**Run 1: PDN straps and rails**

Bar = 50 um. Pins as bars on the die edge.
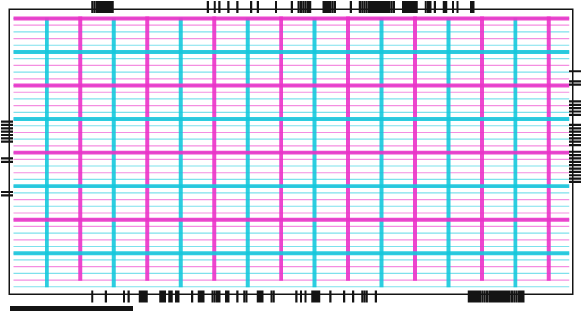
**Run 1: cells coloured by class**

Bar = 50 um.
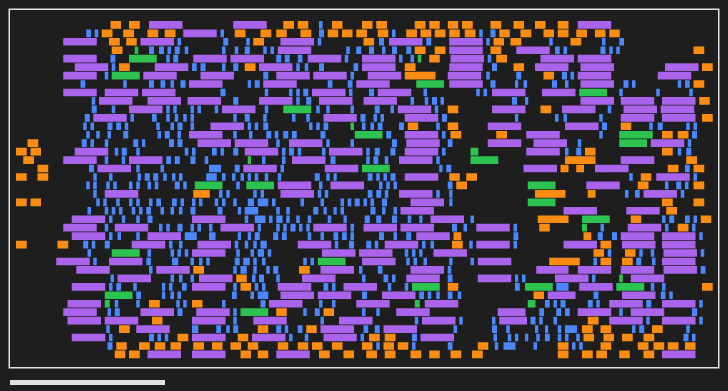
**Run 1: clock wires, drivers and flops**

Bar = 50 um.
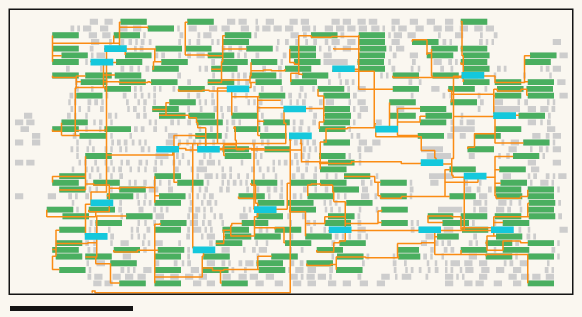
**Run 1: routed metal, one colour a layer**

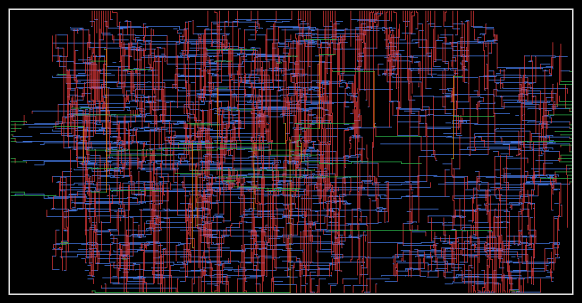
--- config.mk ---
export PLATFORM = sky130hd
export DESIGN_NAME = decode_queue
export DESIGN_NICKNAME = d
export VERILOG_FILES = /design/src/rtl/decode_queue.sv
export SDC_FILE = /design/constraint.sdc
export NUM_CORES = 1
export LEC_CHECK = 0
export ABC_AREA = 1
export CAP_MARGIN = 40
export CELL_PAD_IN_SITES_DETAIL_PLACEMENT = 1
export CELL_PAD_IN_SITES_GLOBAL_PLACEMENT = 2
export CORE_ASPECT_RATIO = 0.5
export CORE_MARGIN = 1
export CORE_UTILIZATION = 35
export DETAILED_ROUTE_END_ITERATION = 8
export PLACE_DENSITY = 0.88
export SYNTH_ARGS = -nofsm -noshare
export SYNTH_HDL_FRONTEND = slang
export SYNTH_SLANG_ARGS = --single-unit
--- constraint.sdc ---
create_clock -name clk_i -period 11.35 [get_ports clk_i]
set_input_delay 2.27 -clock clk_i [delete_from_list [all_inputs] [get_ports clk_i]]
set_output_delay 2.27 -clock clk_i [all_outputs]
set_load 0.01 [all_outputs]
--- src/rtl/decode_queue.sv ---
// RV32I instruction decoder with a DEPTH-entry output FIFO between fetch and execute.
// Instructions are decoded before storage, so every entry holds fully assembled fields plus its PC.
module decode_queue #(
    parameter int XLEN     = 32,
    parameter int DEPTH    = 2,
    parameter int SIGN_EXT = 1
) (
    input  logic                         clk_i,
    input  logic                         rst_i,
    input  logic                         flush_i,
    input  logic                         instr_valid_i,
    output logic                         instr_ready_o,
    input  logic [31:0]                  instr_i,
    input  logic [XLEN-1:0]              pc_i,
    output logic                         dec_valid_o,
    input  logic                         dec_ready_i,
    output logic [4:0]                   rs1_o,
    output logic [4:0]                   rs2_o,
    output logic [4:0]                   rd_o,
    output logic [6:0]                   opcode_o,
    output logic [2:0]                   func3_o,
    output logic [6:0]                   func7_o,
    output logic [XLEN-1:0]              immed_o,
    output logic [2:0]                   fmt_o,
    output logic                         illegal_o,
    output logic [XLEN-1:0]              pc_o,
    output logic [$clog2(DEPTH+1)-1:0]   count_o
);

    localparam int CW = $clog2(DEPTH + 1);
    localparam int PW = $clog2(DEPTH);

    typedef enum logic [2:0] {
        FMT_R   = 3'd0,
        FMT_I   = 3'd1,
        FMT_S   = 3'd2,
        FMT_SB  = 3'd3,
        FMT_U   = 3'd4,
        FMT_UJ  = 3'd5,
        FMT_ILL = 3'd7
    } fmt_e;

    typedef struct packed {
        logic [4:0]      rs1;
        logic [4:0]      rs2;
        logic [4:0]      rd;
        logic [6:0]      opcode;
        logic [2:0]      func3;
        logic [6:0]      func7;
        logic [XLEN-1:0] immed;
        logic [2:0]      fmt;
        logic            illegal;
        logic [XLEN-1:0] pc;
    } entry_t;

    fmt_e            fmt;
    logic            sgn;
    logic [31:0]     imm32;
    logic [2:0]      f3;
    entry_t          dec;
    entry_t          head;
    entry_t          mem [DEPTH];
    logic [PW-1:0]   wr_ptr;
    logic [PW-1:0]   rd_ptr;
    logic [CW-1:0]   count;
    logic            push;
    logic            pop;

    assign f3 = instr_i[14:12];

    // Format comes from the opcode alone; a non-32-bit encoding (low bits != 11) is illegal.
    always_comb begin
        fmt = FMT_ILL;
        if (instr_i[1:0] == 2'b11) begin
            case (instr_i[6:0])
                7'b0110011:                                     fmt = FMT_R;
                7'b0010011, 7'b0000011, 7'b1100111, 7'b1110011: fmt = FMT_I;
                7'b0100011:                                     fmt = FMT_S;
                7'b1100011:                                     fmt = FMT_SB;
                7'b0110111, 7'b0010111:                         fmt = FMT_U;
                7'b1101111:                                     fmt = FMT_UJ;
                default:                                        fmt = FMT_ILL;
            endcase
        end
    end

    // Every immediate has its top bit in instr[31], so one sign bit serves all formats.
    always_comb begin
        sgn   = (SIGN_EXT != 0) && instr_i[31];
        imm32 = '0;
        case (fmt)
            FMT_I:   imm32 = {{20{sgn}}, instr_i[31:20]};
            FMT_S:   imm32 = {{20{sgn}}, instr_i[31:25], instr_i[11:7]};
            FMT_SB:  imm32 = {{19{sgn}}, instr_i[31], instr_i[7], instr_i[30:25], instr_i[11:8], 1'b0};
            FMT_U:   imm32 = {instr_i[31:12], 12'b0};
            FMT_UJ:  imm32 = {{11{sgn}}, instr_i[31], instr_i[19:12], instr_i[20], instr_i[30:21], 1'b0};
            default: imm32 = '0;
        endcase
    end

    always_comb begin
        dec        = '0;
        dec.pc     = pc_i;
        dec.opcode = instr_i[6:0];
        dec.fmt    = fmt;
        if (fmt == FMT_ILL) begin
            dec.illegal = 1'b1;
        end else begin
            dec.rs1 = instr_i[19:15];
            if (fmt == FMT_R || fmt == FMT_S || fmt == FMT_SB)
                dec.rs2 = instr_i[24:20];
            if (fmt == FMT_R || fmt == FMT_I || fmt == FMT_U || fmt == FMT_UJ)
                dec.rd = instr_i[11:7];
            if (fmt != FMT_U && fmt != FMT_UJ)
                dec.func3 = f3;
            // Shift-immediates carry their arithmetic/logical selector in func7.
            if (fmt == FMT_R || (instr_i[6:0] == 7'b0010011 && (f3 == 3'b001 || f3 == 3'b101)))
                dec.func7 = instr_i[31:25];
            if (SIGN_EXT != 0)
                dec.immed = XLEN'($signed(imm32));
            else
                dec.immed = XLEN'(imm32);
        end
    end

    assign instr_ready_o = (count < CW'(DEPTH)) && !rst_i;
    assign dec_valid_o   = (count != '0);
    assign push          = instr_valid_i && instr_ready_o;
    assign pop           = dec_valid_o && dec_ready_i;

    function automatic logic [PW-1:0] bump(input logic [PW-1:0] p);
        return (p == PW'(DEPTH - 1)) ? '0 : p + PW'(1);
    endfunction

    always_ff @(posedge clk_i) begin
        if (push && !flush_i)
            mem[wr_ptr] <= dec;
    end

    always_ff @(posedge clk_i or posedge rst_i) begin
        if (rst_i) begin
            wr_ptr <= '0;
            rd_ptr <= '0;
            count  <= '0;
        end else if (flush_i) begin
            wr_ptr <= '0;
            rd_ptr <= '0;
            count  <= '0;
        end else begin
            if (push)
                wr_ptr <= bump(wr_ptr);
            if (pop)
                rd_ptr <= bump(rd_ptr);
            if (push && !pop)
                count <= count + CW'(1);
            else if (!push && pop)
                count <= count - CW'(1);
        end
    end

    // An empty queue presents all-zero data so downstream never sees stale entries.
    always_comb begin
        head = '0;
        if (dec_valid_o)
            head = mem[rd_ptr];
    end

    assign rs1_o     = head.rs1;
    assign rs2_o     = head.rs2;
    assign rd_o      = head.rd;
    assign opcode_o  = head.opcode;
    assign func3_o   = head.func3;
    assign func7_o   = head.func7;
    assign immed_o   = head.immed;
    assign fmt_o     = head.fmt;
    assign illegal_o = head.illegal;
    assign pc_o      = head.pc;
    assign count_o   = count;

endmodule

==> impl_metrics.py, run 1 <==
# Metrics from the implementation run
metrics = {
    "layout": {
        "nFillCells": 2721,
        "ff_count": 204,
        "stdcell_count": 1366,
        "layout_top_cell": "nand2_1",
        "antenna_cells": 0,
        "logic_area_um2": 2454,
        "largest-register": "mem",
    },
    "sta": {
        "tightest_slew_ps": 862.9,
        "final_hold_viol_count": 0,
        "fin_ws_ps": 5708,
    },
    "setup_path": {
        "slowest_delay_ps": 550,
        "start_kind": "input port",
    },
    "power": {
        "power-top-group": "registers",
        "p_int_mw": 1.434,
        "combPwrFrac_pct": 25.9,
        "power_mw": 2.022,
    },
    "global_routing": {
        "grt_pass1_vias": 7223,
        "grt_use_met3_pct": 3.224,
        "busiest_layer": "met2",
        "grt_max_degree": 71,
    },
    "drt": {
        "antenna_left": 0,
        "viasPerCell": 4.984,
    },
    "clock_tree": {
        "clock-root-buffer": "clkbuf_16",
        "clock-sinks": 204,
        "cts.path.max_buffers": 3,
        "htree_levels": 1,
    },
    "die": {
        "dieHeight_um": 114.9,
    },
    "logic_synthesis": {
        "synth-xor-area-share_pct": 0,
        "yosys.area_share.simple_pct": 19.13,
        "yosys_area_um2": 8930,
        "synthCells": 866,
    },
    "status": {
        "outcome": "complete, no violations",
    },
}
About 'PDN straps and rails':
net	colour
VSS	cyan
VDD	magenta
met4 straps	16
met5 straps	8
rows	40
met1 rails	41
Max VDD drop: 89.07 uV
core area: 24520 um^2

About 'cells coloured by class':
class	colour	cells	share of their area
remaining logic cells	blue	611	23%
registers	purple	204	54%
remaining buffers and delay cells	orange	183	17%
clock drivers and dummy loads	green	32	5.4%
post-route cell area: 11670 um^2
Seq/total area: 52.37%
num rows: 40
post-layout util: 47.57%

About 'clock wires, drivers and flops':
[clock wires] orange | length: 2710 um
[clock-net drivers] cyan | count: 20
[flip-flops] green | count: 204
flops lie	widely spread
routed clock nets	21
Clock power frac: 31.4%
clk_lat worst skew: 510 ps

About 'routed metal, one colour a layer':
layer	colour	wire length
M3	green	999 um
M1	blue	11200 um
M4	orange	349 um
M2	red	13500 um
final wirelength: 26070 um
Total GRT Usage: 19.93%
DR vias: 6808
wire per inst: 19.08 um

## run 1: final timing paths
check | from | endpoint | depth (start not counted) | slack [ps]
max in group asynchronous | rst_i | rd_ptr | 2 | 9160
min | wr_ptr | wr_ptr | 1 | 580
min reg2reg | wr_ptr | wr_ptr | 1 | 580
max | rst_i | instr_ready_o | 3 | 5710
max reg2reg | count_o[1] | mem[1][68] | 7 | 8610
min in group asynchronous | rst_i | count_o[0] | 2 | 2010
## run 1: synthesized netlist by cell type, drive strengths merged
cell type	count	area, um^2
o21ai	8	40.04
nor2	83	326.6
clkbuf	33	123.9
ha	1	12.51
edfxtp	200	6006
nand2	292	1114
dfrtp	4	100.1
nand4	2	12.51
buf	18	103.9
inv	44	165.2
a21oi	134	670.6
nand3	47	255.3
**Run 1: routing congestion**

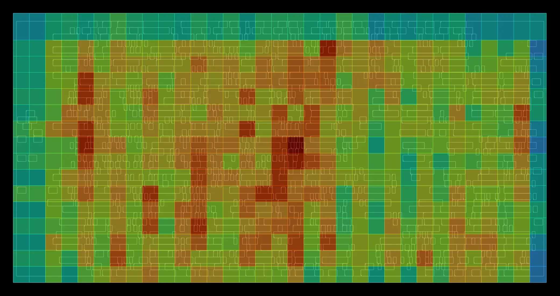

--- run 2 (diff from run 1) ---
--- a/config.mk
+++ b/config.mk
@@ -11,9 +11,9 @@
 export CELL_PAD_IN_SITES_GLOBAL_PLACEMENT = 2
 export CORE_ASPECT_RATIO = 0.5
 export CORE_MARGIN = 1
-export CORE_UTILIZATION = 35
+export CORE_UTILIZATION = 33
 export DETAILED_ROUTE_END_ITERATION = 8
-export PLACE_DENSITY = 0.88
+export PLACE_DENSITY = 0.83
 export SYNTH_ARGS = -nofsm -noshare
 export SYNTH_HDL_FRONTEND = slang
 export SYNTH_SLANG_ARGS = --single-unit
==> constraint.sdc (replaced) <==
create_clock -name clk_i -period 5.8 [get_ports clk_i]
set_input_delay 1.16 -clock clk_i [delete_from_list [all_inputs] [get_ports clk_i]]
set_output_delay 1.16 -clock clk_i [all_outputs]
set_load 0.01 [all_outputs]
**Run 2: routing congestion**

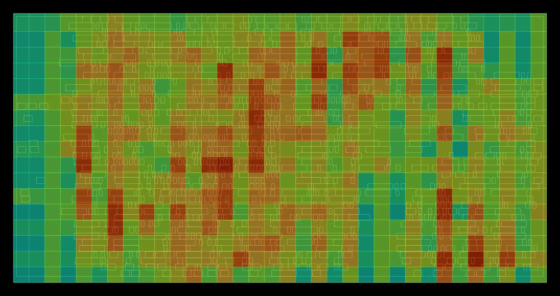
met1 usage: 24.21%
post-layout util: 44.00%
wire per inst: 18.84 um

==> impl_metrics.py, run 2 <==
# Metrics from the implementation run
metrics = {
    "sta": {
        "fin_ws_ps": 1621,
        "tightest_slew_ps": 877.1,
    },
    "clock_tree": {
        "insertion_delay_ps": 500,
        "clock-sinks": 204,
        "htree_levels": 1,
    },
    "drt": {
        "vias": 6830,
        "routed_wl_um": 26040,
    },
    "die": {
        "core.rowCount": 42,
    },
    "logic_synthesis": {
        "top_cell_area_share_pct": 67.26,
        "top_cells_by_area": "edfxtp_1 67%, nand2_1 12%, a21oi_1 7.5%",
        "synthCells": 866,
        "synthArstFlopShare_pct": 1.961,
        "ff_type": "edfxtp_1",
    },
    "power": {
        "p_int_mw": 2.843,
        "pwr-share-clk_pct": 32.3,
        "combPwrFrac_pct": 25.5,
    },
    "status": {
        "outcome": "complete, no violations",
    },
    "layout": {
        "layout_top_cell": "nand2_1",
        "stdcell_count": 1382,
        "antenna_cells": 0,
        "largest-register": "mem",
        "stdcell_area_um2": 11650,
    },
    "setup_path": {
        "regToRegEndpoint": "mem[0][71]",
        "startpoint": "instr_i[3]",
        "r2r_setup_slack_ps": 3330,
        "cp-endpoint": "mem[0][57]",
        "r2r_cells": 6,
    },
    "global_routing": {
        "busiest_layer": "met2",
    },
    "hold_path": {
        "hold_end": "wr_ptr",
    },
}
**Run 2: PDN straps and rails**

Bar = 50 um. Pins as bars on the die edge.
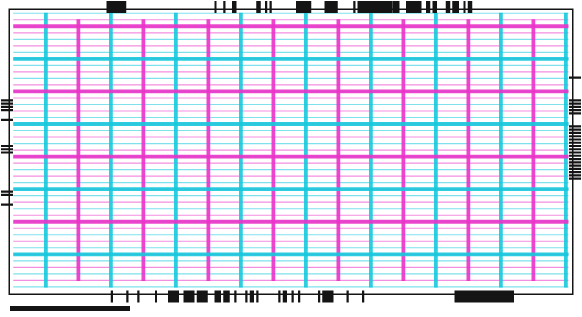
net	colour
VDD	magenta
VSS	cyan
met1 rails	43
signal pins	173
met4 straps	17
Die W: 234.6 um
Die Ht: 118.3 um
core area: 26490 um^2
Max VDD drop: 197.7 uV

-- run 2: netlist changes by cell type in the layout (fill, tap and decap cells not counted) --
cell	delta
buf_8	-1
clkbuf_1	+3
buf_4	-1
buf_16	-5
clkinvlp_4	-2
bufinv_16	+1
buf_12	+5
-- run 2: logic make-up after synthesis --
logic type / Yosys count
compound gates: 142
fa+ha+maj: 1
buf+inv: 95
flops: 204
simple gates: 424
-- run 2: area by class of cell --
cell class / instances / share of cell area, %
Multi-Input combinational cell: 567 / 21.06
Clock inverter: 10 / 0.8053
Timing Repair Buffer: 181 / 15.89
Tap cell: 352 / 3.780
Inverter: 44 / 1.428
Clock buffer: 24 / 4.606
Sequential cell: 204 / 52.43
-- run 2: routing by layer --
metal	up-vias	wire length (um)
li1	3237	-
met1	3432	11500
met2	131	13180
met3	30	936
met4	0	415
met5	-	0
**Run 2: clock wires, drivers and flops**

Bar = 50 um.
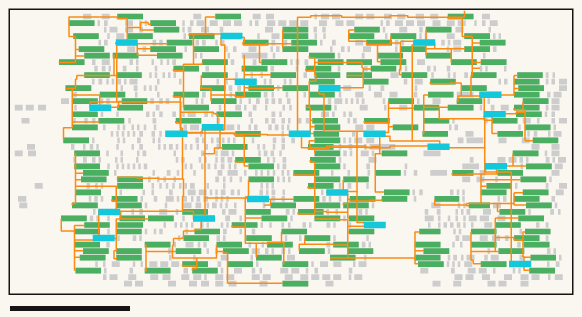

--- run 3 (diff from run 2) ---
--- a/config.mk
+++ b/config.mk
@@ -11,9 +11,9 @@
 export CELL_PAD_IN_SITES_GLOBAL_PLACEMENT = 2
 export CORE_ASPECT_RATIO = 0.5
 export CORE_MARGIN = 1
-export CORE_UTILIZATION = 33
+export CORE_UTILIZATION = 30
 export DETAILED_ROUTE_END_ITERATION = 8
-export PLACE_DENSITY = 0.83
+export PLACE_DENSITY = 0.8
 export SYNTH_ARGS = -nofsm -noshare
 export SYNTH_HDL_FRONTEND = slang
 export SYNTH_SLANG_ARGS = --single-unit
==> constraint.sdc (replaced) <==
create_clock -name clk_i -period 3.8 [get_ports clk_i]
set_input_delay 0.76 -clock clk_i [delete_from_list [all_inputs] [get_ports clk_i]]
set_output_delay 0.76 -clock clk_i [all_outputs]
set_load 0.01 [all_outputs]
**Run 3: clock wires, drivers and flops**

Bar = 50 um.
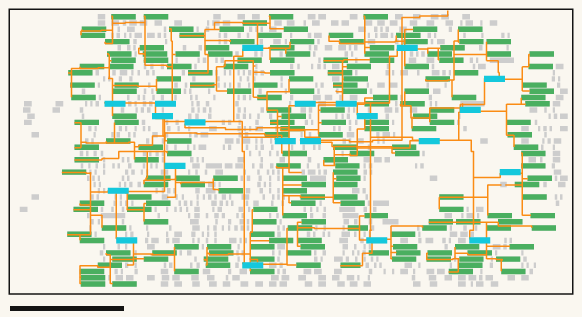
[clock wires] orange | length: 2800 um
[flip-flops] green | count: 204
[clock-net drivers] cyan | count: 21
routed clock nets	22
flops lie	widely spread
Clock Power: 2.10 mW
Clock power frac: 33.7%

**Run 3: routing congestion**

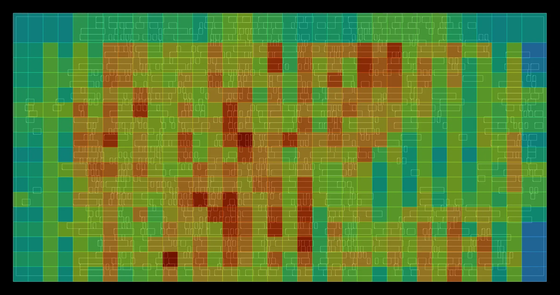
met1 usage: 21.54%
gr busiest metal: met2
met2 usage: 32.81%
wire per inst: 18.73 um
met3 Usage GRT: 2.435%

==> impl_metrics.py, run 3 <==
# Metrics from the implementation run
metrics = {
    "logic_synthesis": {
        "top_cells_by_area": "edfxtp_1 67%, nand2_1 12%, a21oi_1 7.5%",
        "edf_count": 200,
        "synthCells": 866,
        "most_common_cell": "nand2_1",
        "synthArstFlopShare_pct": 1.961,
        "ff_type": "edfxtp_1",
        "yosys_area_um2": 8930,
    },
    "setup_path": {
        "r2r_setup_slack_ps": 1720,
        "worst-path-stages": 5,
        "cp-endpoint": "fmt_o[0]",
        "startpoint": "rd_ptr",
        "r2r_cells": 6,
        "regToRegEndpoint": "mem[0][16]",
        "slowest_delay_ps": 590,
        "rr_startpoint": "count_o[1]",
    },
    "sta": {
        "fin_ws_ps": 447.1,
        "final_hold_viol_count": 0,
    },
    "drt": {
        "viasPerCell": 4.717,
        "drt-met1-wl_um": 11490,
    },
    "power": {
        "power-top-group": "registers",
        "p_int_mw": 4.425,
    },
    "status": {
        "outcome": "complete, no violations",
    },
    "clock_tree": {
        "insertion_delay_ps": 510,
        "clock-root-buffer": "clkbuf_16",
    },
    "die": {
        "core.rowCount": 44,
        "dieHeight_um": 124.0,
    },
    "global_routing": {
        "grt_pass1_vias": 7309,
        "grt_max_degree": 101,
    },
    "layout": {
        "final_core_util_pct": 40.57,
    },
}
run 3: logic make-up (layout without fill, tap and decap cells):
logic type | after synthesis | after routing | share of synthesized area (%)
buffers and inverters | 95 | 267 | 4.400
flip-flops | 204 | 204 | 68.38
other | 0 | 1 | 0
adder cells (fa/ha/maj) | 1 | 1 | 0.1401
AND/OR/NAND/NOR | 424 | 424 | 19.13
AND-OR/OR-AND | 142 | 142 | 7.959
run 3: area by class of cell:
| cell class | count | share of cell area, % |
|---|---|---|
| clock inverter | 15 | 1.355 |
| multi-input combinational | 567 | 20.76 |
| clock buffer | 21 | 4.447 |
| inverter | 44 | 1.408 |
| tap | 391 | 4.140 |
| sequential | 204 | 51.70 |
| timing repair buffer | 187 | 16.16 |
| antenna | 1 | 0.02118 |
Power is estimated from default activity; no workload was simulated.
